### Routed metal, one color a layer

Bar = 50 um. Two of the layers only.
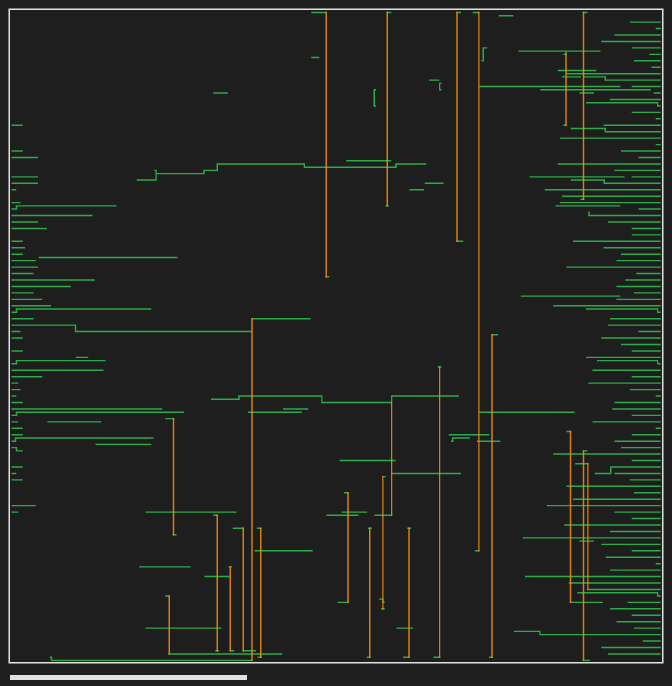
### The metal 1 layer

Bar = 50 um. Cells faint in the background.
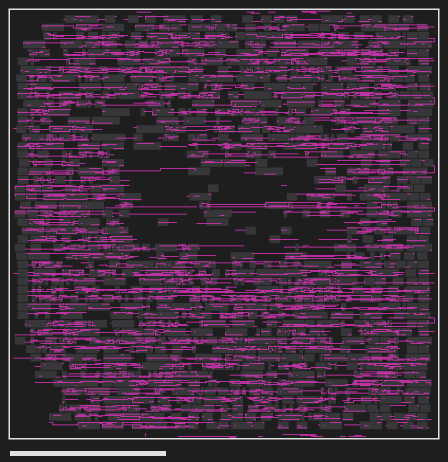
File: src/rtl/apb_decode_router_pkg.sv
// Shared types for the APB decode router and its selector.
// Request/response structs use maximum widths; instances cast down to their own ADDR_W/DATA_W.
package apb_decode_router_pkg;

  localparam int MAX_ADDR_W = 64;
  localparam int MAX_DATA_W = 64;
  localparam int MAX_SEL_W  = 8;

  localparam logic [31:0] TIMEOUT_DATA = 32'hDEAD_BEEF;

  typedef enum logic [1:0] {
    ST_IDLE   = 2'd0,
    ST_SETUP  = 2'd1,
    ST_ACCESS = 2'd2,
    ST_RESP   = 2'd3
  } state_e;

  typedef struct packed {
    logic                  write;
    logic [MAX_ADDR_W-1:0] addr;
    logic [MAX_DATA_W-1:0] wdata;
    logic [MAX_SEL_W-1:0]  idx;
  } req_t;

  typedef struct packed {
    logic [MAX_DATA_W-1:0] data;
    logic                  err;
  } rsp_t;

  // Mask of the address bits below lsb, i.e. the in-block offset.
  function automatic logic [MAX_ADDR_W-1:0] low_mask(input int unsigned lsb);
    low_mask = (MAX_ADDR_W'(1) << lsb) - MAX_ADDR_W'(1);
  endfunction

endpackage

File: src/rtl/apb_decode_sel.sv
// Slave-select decode (index, decode error, in-block offset) and read-data mux.
// Purely combinational so it can be stacked in multi-level decoders.
module apb_decode_sel
  import apb_decode_router_pkg::*;
#(
  parameter int NUM_SLAVES = 4,
  parameter int ADDR_W     = 32,
  parameter int DATA_W     = 32,
  parameter int SEL_LSB    = 12,
  parameter int SEL_W      = 2
) (
  input  logic [ADDR_W-1:0]            addr,
  input  logic [SEL_W-1:0]             rd_idx,
  input  logic [NUM_SLAVES*DATA_W-1:0] m_prdata,
  output logic [SEL_W-1:0]             idx,
  output logic                         dec_err,
  output logic [ADDR_W-1:0]            offset,
  output logic [DATA_W-1:0]            rdata
);

  localparam int HI_LSB = SEL_LSB + SEL_W;
  localparam logic [ADDR_W-1:0] OFF_MASK = ADDR_W'(low_mask(SEL_LSB));

  logic hi_set;

  assign idx    = addr[SEL_LSB +: SEL_W];
  assign offset = addr & OFF_MASK;

  // Any address bit above the select field makes the address unmapped.
  generate
    if (HI_LSB < ADDR_W) begin : g_hi
      assign hi_set = |addr[ADDR_W-1:HI_LSB];
    end else begin : g_no_hi
      assign hi_set = 1'b0;
    end
  endgenerate

  assign dec_err = hi_set || (32'(idx) >= 32'(NUM_SLAVES));

  always_comb begin
    rdata = '0;
    for (int i = 0; i < NUM_SLAVES; i++) begin
      if (32'(rd_idx) == i) rdata = m_prdata[i*DATA_W +: DATA_W];
    end
  end

endmodule

File: src/rtl/apb_decode_router.sv
// Routes one upstream APB request to one of NUM_SLAVES downstream APB ports.
// Optional ACCESS timeout enabled by defining APB_DECODE_TIMEOUT_EN.
//
// state     | meaning
// ST_IDLE   | waiting for upstream setup phase; decodes and latches the request
// ST_SETUP  | downstream setup phase (m_psel high, m_penable low)
// ST_ACCESS | downstream access phase, waiting for the selected m_pready
// ST_RESP   | upstream s_pready high for one cycle with the captured response
module apb_decode_router
  import apb_decode_router_pkg::*;
#(
  parameter int NUM_SLAVES     = 4,
  parameter int ADDR_W         = 32,
  parameter int DATA_W         = 32,
  parameter int SEL_LSB        = 12,
  parameter int SEL_W          = 2,
  parameter int TIMEOUT_CYCLES = 256
) (
  input  logic                         clk,
  input  logic                         rst,
  input  logic                         s_psel,
  input  logic                         s_penable,
  input  logic                         s_pwrite,
  input  logic [ADDR_W-1:0]            s_paddr,
  input  logic [DATA_W-1:0]            s_pwdata,
  output logic                         s_pready,
  output logic [DATA_W-1:0]            s_prdata,
  output logic                         s_pslverr,
  output logic [NUM_SLAVES-1:0]        m_psel,
  output logic                         m_penable,
  output logic                         m_pwrite,
  output logic [ADDR_W-1:0]            m_paddr,
  output logic [DATA_W-1:0]            m_pwdata,
  input  logic [NUM_SLAVES-1:0]        m_pready,
  input  logic [NUM_SLAVES*DATA_W-1:0] m_prdata,
  input  logic [NUM_SLAVES-1:0]        m_pslverr,
  output logic [7:0]                   err_count
);

  generate
    if (NUM_SLAVES < 1 || NUM_SLAVES > (1 << SEL_W) || ADDR_W > MAX_ADDR_W ||
        DATA_W > MAX_DATA_W || SEL_W > MAX_SEL_W || SEL_LSB + SEL_W > ADDR_W ||
        TIMEOUT_CYCLES < 1) begin : g_bad_cfg
      $error("apb_decode_router: illegal parameter combination");
    end
  endgenerate

  state_e                state_q, state_d;
  req_t                  req_q, req_d;
  rsp_t                  rsp_q, rsp_d;
  logic                  s_pready_q, s_pready_d;
  logic [NUM_SLAVES-1:0] m_psel_q, m_psel_d;
  logic                  m_penable_q, m_penable_d;
  logic                  m_pwrite_q, m_pwrite_d;
  logic [ADDR_W-1:0]     m_paddr_q, m_paddr_d;
  logic [DATA_W-1:0]     m_pwdata_q, m_pwdata_d;
  logic [7:0]            err_count_q, err_count_d;
  logic                  err_inc;

  logic [ADDR_W-1:0]     dec_addr;
  logic [ADDR_W-1:0]     dec_offset;
  logic [SEL_W-1:0]      dec_idx;
  logic                  dec_err;
  logic [DATA_W-1:0]     sel_rdata;
  logic [NUM_SLAVES-1:0] dec_onehot;
  logic                  sel_ready;
  logic                  sel_err;

`ifdef APB_DECODE_TIMEOUT_EN
  localparam int TMO_W = (TIMEOUT_CYCLES > 1) ? $clog2(TIMEOUT_CYCLES) : 1;
  logic [TMO_W-1:0] tmo_cnt_q, tmo_cnt_d;
`endif

  // Decode the live upstream address in IDLE, the latched one afterwards.
  assign dec_addr = (state_q == ST_IDLE) ? s_paddr : ADDR_W'(req_q.addr);

  apb_decode_sel #(
    .NUM_SLAVES (NUM_SLAVES),
    .ADDR_W     (ADDR_W),
    .DATA_W     (DATA_W),
    .SEL_LSB    (SEL_LSB),
    .SEL_W      (SEL_W)
  ) u_sel (
    .addr     (dec_addr),
    .rd_idx   (SEL_W'(req_q.idx)),
    .m_prdata (m_prdata),
    .idx      (dec_idx),
    .dec_err  (dec_err),
    .offset   (dec_offset),
    .rdata    (sel_rdata)
  );

  always_comb begin
    dec_onehot = '0;
    for (int i = 0; i < NUM_SLAVES; i++) begin
      dec_onehot[i] = (32'(dec_idx) == i);
    end
  end

  // m_psel_q is one-hot on the latched index, so masking ignores other slaves.
  assign sel_ready = |(m_pready & m_psel_q);
  assign sel_err   = |(m_pslverr & m_psel_q);

  always_comb begin
    state_d     = state_q;
    req_d       = req_q;
    rsp_d       = rsp_q;
    s_pready_d  = 1'b0;
    m_psel_d    = m_psel_q;
    m_penable_d = m_penable_q;
    m_pwrite_d  = m_pwrite_q;
    m_paddr_d   = m_paddr_q;
    m_pwdata_d  = m_pwdata_q;
    err_inc     = 1'b0;
`ifdef APB_DECODE_TIMEOUT_EN
    tmo_cnt_d   = tmo_cnt_q;
`endif
    case (state_q)
      ST_IDLE: begin
        rsp_d = '0;
        if (s_psel && !s_penable) begin
          req_d.write = s_pwrite;
          req_d.addr  = MAX_ADDR_W'(s_paddr);
          req_d.wdata = MAX_DATA_W'(s_pwdata);
          req_d.idx   = MAX_SEL_W'(dec_idx);
          if (dec_err) begin
            state_d    = ST_RESP;
            s_pready_d = 1'b1;
            rsp_d.err  = 1'b1;
            err_inc    = 1'b1;
          end else begin
            state_d     = ST_SETUP;
            m_psel_d    = dec_onehot;
            m_penable_d = 1'b0;
            m_pwrite_d  = s_pwrite;
            m_paddr_d   = dec_offset;
            m_pwdata_d  = s_pwdata;
          end
        end
      end
      ST_SETUP: begin
        state_d     = ST_ACCESS;
        m_penable_d = 1'b1;
        m_pwrite_d  = req_q.write;
        m_paddr_d   = dec_offset;
        m_pwdata_d  = DATA_W'(req_q.wdata);
`ifdef APB_DECODE_TIMEOUT_EN
        tmo_cnt_d   = TMO_W'(TIMEOUT_CYCLES - 1);
`endif
      end
      ST_ACCESS: begin
        if (sel_ready) begin
          state_d     = ST_RESP;
          m_psel_d    = '0;
          m_penable_d = 1'b0;
          s_pready_d  = 1'b1;
          rsp_d.err   = sel_err;
          rsp_d.data  = req_q.write ? '0 : MAX_DATA_W'(sel_rdata);
          err_inc     = sel_err;
        end
`ifdef APB_DECODE_TIMEOUT_EN
        // Terminal count reached on the last allowed ACCESS cycle: abort.
        else if (tmo_cnt_q == '0) begin
          state_d     = ST_RESP;
          m_psel_d    = '0;
          m_penable_d = 1'b0;
          s_pready_d  = 1'b1;
          rsp_d.err   = 1'b1;
          rsp_d.data  = MAX_DATA_W'(TIMEOUT_DATA);
          err_inc     = 1'b1;
        end else begin
          tmo_cnt_d = tmo_cnt_q - TMO_W'(1);
        end
`endif
      end
      ST_RESP: begin
        state_d = ST_IDLE;
        rsp_d   = '0;
      end
      default: begin
        state_d = ST_IDLE;
      end
    endcase
    err_count_d = (err_inc && err_count_q != 8'hFF) ? err_count_q + 8'd1 : err_count_q;
  end

  always_ff @(posedge clk) begin
    if (rst) begin
      state_q     <= ST_IDLE;
      req_q       <= '0;
      rsp_q       <= '0;
      s_pready_q  <= 1'b0;
      m_psel_q    <= '0;
      m_penable_q <= 1'b0;
      m_pwrite_q  <= 1'b0;
      m_paddr_q   <= '0;
      m_pwdata_q  <= '0;
      err_count_q <= '0;
`ifdef APB_DECODE_TIMEOUT_EN
      tmo_cnt_q   <= '0;
`endif
    end else begin
      state_q     <= state_d;
      req_q       <= req_d;
      rsp_q       <= rsp_d;
      s_pready_q  <= s_pready_d;
      m_psel_q    <= m_psel_d;
      m_penable_q <= m_penable_d;
      m_pwrite_q  <= m_pwrite_d;
      m_paddr_q   <= m_paddr_d;
      m_pwdata_q  <= m_pwdata_d;
      err_count_q <= err_count_d;
`ifdef APB_DECODE_TIMEOUT_EN
      tmo_cnt_q   <= tmo_cnt_d;
`endif
    end
  end

  assign s_pready  = s_pready_q;
  assign s_prdata  = DATA_W'(rsp_q.data);
  assign s_pslverr = rsp_q.err;
  assign m_psel    = m_psel_q;
  assign m_penable = m_penable_q;
  assign m_pwrite  = m_pwrite_q;
  assign m_paddr   = m_paddr_q;
  assign m_pwdata  = m_pwdata_q;
  assign err_count = err_count_q;

endmodule
File: config.mk
export PLATFORM = sky130hd
export DESIGN_NAME = apb_decode_router
export DESIGN_NICKNAME = d
export VERILOG_FILES = /design/src/rtl/apb_decode_router_pkg.sv /design/src/rtl/apb_decode_sel.sv /design/src/rtl/apb_decode_router.sv
export SDC_FILE = /design/constraint.sdc
export NUM_CORES = 1
export LEC_CHECK = 0
export CORE_MARGIN = 1
export CORE_UTILIZATION = 45
export DETAILED_ROUTE_END_ITERATION = 7
export PLACE_DENSITY = 0.79
export SYNTH_ARGS = -nofsm -noshare
export SYNTH_HDL_FRONTEND = slang
export SYNTH_HIERARCHICAL = 1
export SYNTH_SLANG_ARGS = --single-unit
File: constraint.sdc
create_clock -name clk -period 4.3 [get_ports clk]
set_input_delay 0.645 -clock clk [delete_from_list [all_inputs] [get_ports clk]]
set_output_delay 0.645 -clock clk [all_outputs]
set_load 0.005 [all_outputs]
==> metrics.log <==
[report] implementation figures
INFO  metric grt_pass1_vias = 7029
INFO  metric layout.nets = 1410
INFO  metric combPwrFrac = 38.5%
INFO  metric power.share.clock = 25.9%
INFO  metric yosys_cells = 940
INFO  metric r2r.worst_path.cells = 11
INFO  metric post_synth_inst_count = 940
INFO  metric critical-path-max-stage-delay = 0.57 ns
INFO  metric synth-seq-cells = 181
INFO  metric globalRouteOverflowTotal = 0
INFO  metric place_worst_setup_slack = 0.669 ns
INFO  metric detail_route.drc_violations = 0
INFO  metric yosysWarnings = 6
INFO  metric fmax = 0.275 GHz
INFO  metric die_width = 138 um
INFO  metric routedWlPerCell = 17.5 um
INFO  metric io_pins = 317
INFO  metric cp_cell_sequence = inv_1, ha_1, buf_4, mux2_2, nor4_1, nand3_1, or4_1, and4b_1, o21ai_0, mux2i_1, nor2_1
INFO  metric dieHeight = 138 um
INFO  metric clock_tree.root_cell = sky130_fd_sc_hd__clkbuf_16
INFO  metric finalWeightedCongestion = 0.842
INFO  metric min_period = 3.63 ns
INFO  metric worst-slew-pin-transition = 1.04 ns
INFO  metric grt_start_max_net_pins = 134
INFO  metric cp_data_arrival_time = 3.93 ns
INFO  metric synth-edff-count = 0
INFO  metric drtPass1Iterations = 5
INFO  metric cts_repair_resize_count = 0
INFO  metric finClkSkew = 0.0136 ns
INFO  metric min_delay_worst_endpoint = m_paddr[28]$_SDFFE_PP0P_
INFO  metric mappedNetlistArea = 8270 sq um
INFO  metric routed_wl = 25400 um
INFO  metric use_met1 = 30.2%
INFO  metric synth-simple-area-share = 16.8%
INFO  metric drive_gt1_share = 9.65%
INFO  metric path_clk_slew = 0.07 ns
INFO  metric power.sequential.fraction = 35.5%
INFO  metric routed_via_density = 5.29
INFO  metric ys_async_sr_fraction = 0%
INFO  metric cts_hold_repair.buffers = 0
INFO  metric gr-usage-all-layers = 25.7%
INFO  metric largest_area_cell = sky130_fd_sc_hd__dfxtp_1
INFO  metric grt_first_pass_wirelength = 36900 um
INFO  metric numClockSinks = 181
INFO  metric r2r-start = state_q[0]$_SDFFE_PP0P_
INFO  metric critical_path.max_fanout = 10
INFO  metric stage_log_warnings = 32
INFO  metric regMostFlops = req_q
INFO  metric tritoncts = built
INFO  metric synth_chip_area = 8270 sq um
INFO  metric hold_path_startpoint = m_paddr[28]$_SDFFE_PP0P_
INFO  metric final_critical_path_setup_slack = 0.665 ns
INFO  metric ys.flop_type = sky130_fd_sc_hd__dfxtp_1
INFO  metric fin_tns_setup = 0 ns
INFO  metric maxCapViolCount = 0
INFO  metric timing.setup.critical_path_class = register to register
INFO  metric worstHoldPathType = register to register
INFO  metric postRouteAntennaNets = 0
INFO  metric report.final.slew_viol_count = 0
INFO  metric cts_buffers = 17
INFO  metric cellLeakagePower = 4.12 nW
INFO  metric crit_buf_inv = 2
INFO  metric area_growth_syn_to_layout = 45.2%
INFO  metric sw_frac_of_total = 33.7%
INFO  metric final_min_period_over_clock_period = 84.5%
INFO  metric dp_hpwl = 18000 um
INFO  metric yosys.cell_types.count = 36
INFO  metric largest_register_ff_count = 67
INFO  metric netSwitchingPower = 1.99 mW
INFO  metric number_of_core_rows = 49
INFO  metric worst_hold_slack = 0.450 ns
INFO  metric most_common_library_cell_in_the_layout_ignoring_fill_and_taps = sky130_fd_sc_hd__clkdlybuf4s50_1
INFO  metric portion_of_synthesized_cell_area_occupied_by_the_leading_cell_type = 43.8%
INFO  metric worst_r2r_endpoint = err_count[1]$_SDFFE_PP0P_
INFO  metric design.core.area = 18000 sq um
INFO  metric crit_cells = 11
INFO  metric synthTopCellsByCount = sky130_fd_sc_hd__nand2_1, sky130_fd_sc_hd__dfxtp_1, sky130_fd_sc_hd__a21oi_1, sky130_fd_sc_hd__nor2_1, sky130_fd_sc_hd__mux2i_1
INFO  metric synth_top_cell_by_count = sky130_fd_sc_hd__nand2_1
INFO  metric xor_share = 0.424%
INFO  metric clock.latency.late_pin = 0.42 ns
INFO  metric rsz0062_at_grt = false
INFO  metric floorplan.initialDensity = 46.0%
INFO  metric syn-mean-instance-area = 8.79 sq um
INFO  metric outcome = finished clean
INFO  metric hold-path-cell-count = 2
INFO  metric htree_num_levels = 4
INFO  metric post_synth_fa_ha_maj_area_fraction = 0.757%
INFO  metric crit_path_end_kind = register
INFO  metric detailedRoute.firstIterationViolations = 409
INFO  metric ir_worst_vdd = 0.367 mV
INFO  metric postCtsSetupBuffers = 0
INFO  metric synthMuxAreaShare = 17.9%
INFO  metric buffer_ports.inserted = 316
INFO  metric grt_util_met2 = 42.7%
INFO  metric power_density = 493 nW/um^2
INFO  metric top_logic_kind = multiplexers
INFO  metric top_cells_by_area = sky130_fd_sc_hd__dfxtp_1, sky130_fd_sc_hd__nand2_1, sky130_fd_sc_hd__mux4_2, sky130_fd_sc_hd__a21oi_1, sky130_fd_sc_hd__mux2i_1
INFO  metric floorplan.die_area = 18900 sq um
INFO  metric timing_hold_violations_final = 0
About 'Routed metal, one color a layer':
legend:
  metal 3:
    color: green
    wire_length: 2130 um
  metal 4:
    color: orange
    wire_length: 886 um

About 'The metal 1 layer':
nets with wire on the layer: 1235
main direction: horizontal

[worst max path at each step]
| stage | slack [ns] | from | to |
|---|---|---|---|
| after floorplan | 0.77 | state_q[0]$_SDFFE_PP0P_ | err_count[1]$_SDFFE_PP0P_ |
| after global placement | 0.73 | s_paddr[17] | err_count[1]$_SDFFE_PP0P_ |
| after detailed placement | 0.67 | state_q[1]$_SDFFE_PP0P_ | err_count[1]$_SDFFE_PP0P_ |
| after CTS | 0.67 | state_q[1]$_SDFFE_PP0P_ | err_count[1]$_SDFFE_PP0P_ |
| after global routing | 0.41 | state_q[1]$_SDFFE_PP0P_ | err_count[1]$_SDFFE_PP0P_ |
| final | 0.67 | state_q[0]$_SDFFE_PP0P_ | err_count[1]$_SDFFE_PP0P_ |
[per-stage QoR]
step	util, %	instance area (sq um)	instances	total power, mW
final	66.8	12000	1447	5.92
after global routing	66.8	12000	1446	6.25
after CTS	66.7	12000	1442	5.96
after detailed placement	63.5	11400	1410	4.41
after global placement	63.5	11400	1410	4.38
after floorplan	-	8340	959	3.54
[routing by layer]
metal,part of all wire (%),wire (um)
met4,3.5,886
met3,8.4,2130
met5,0,0
met1,39,9990
met2,49,12400
[power by group through the flow]
stage	registers [mW]	clock network (mW)	logic, mW
2_1_floorplan	2.12	0	1.42
3_3_place_gp	2.13	0	2.25
3_5_place_dp	2.13	0	2.28
4_1_cts	2.10	1.57	2.29
5_1_grt	2.13	1.65	2.47
6_report	2.10	1.53	2.28
[layout make-up]
cell class                      count  area [sq um]  share of cell area [%]
Tap cell                          229           287                    2.39
Clock inverter                     11           116                   0.969
Multi-Input combinational cell    666          4190                    34.9
Timing Repair Buffer              329          3290                    27.4
Antenna cell                        5          12.5                   0.104
Clock buffer                       21           470                    3.92
Inverter                            5          18.8                   0.156
Sequential cell                   181          3620                    30.2
No activity file was given, so power comes from the tool's default toggle rates.
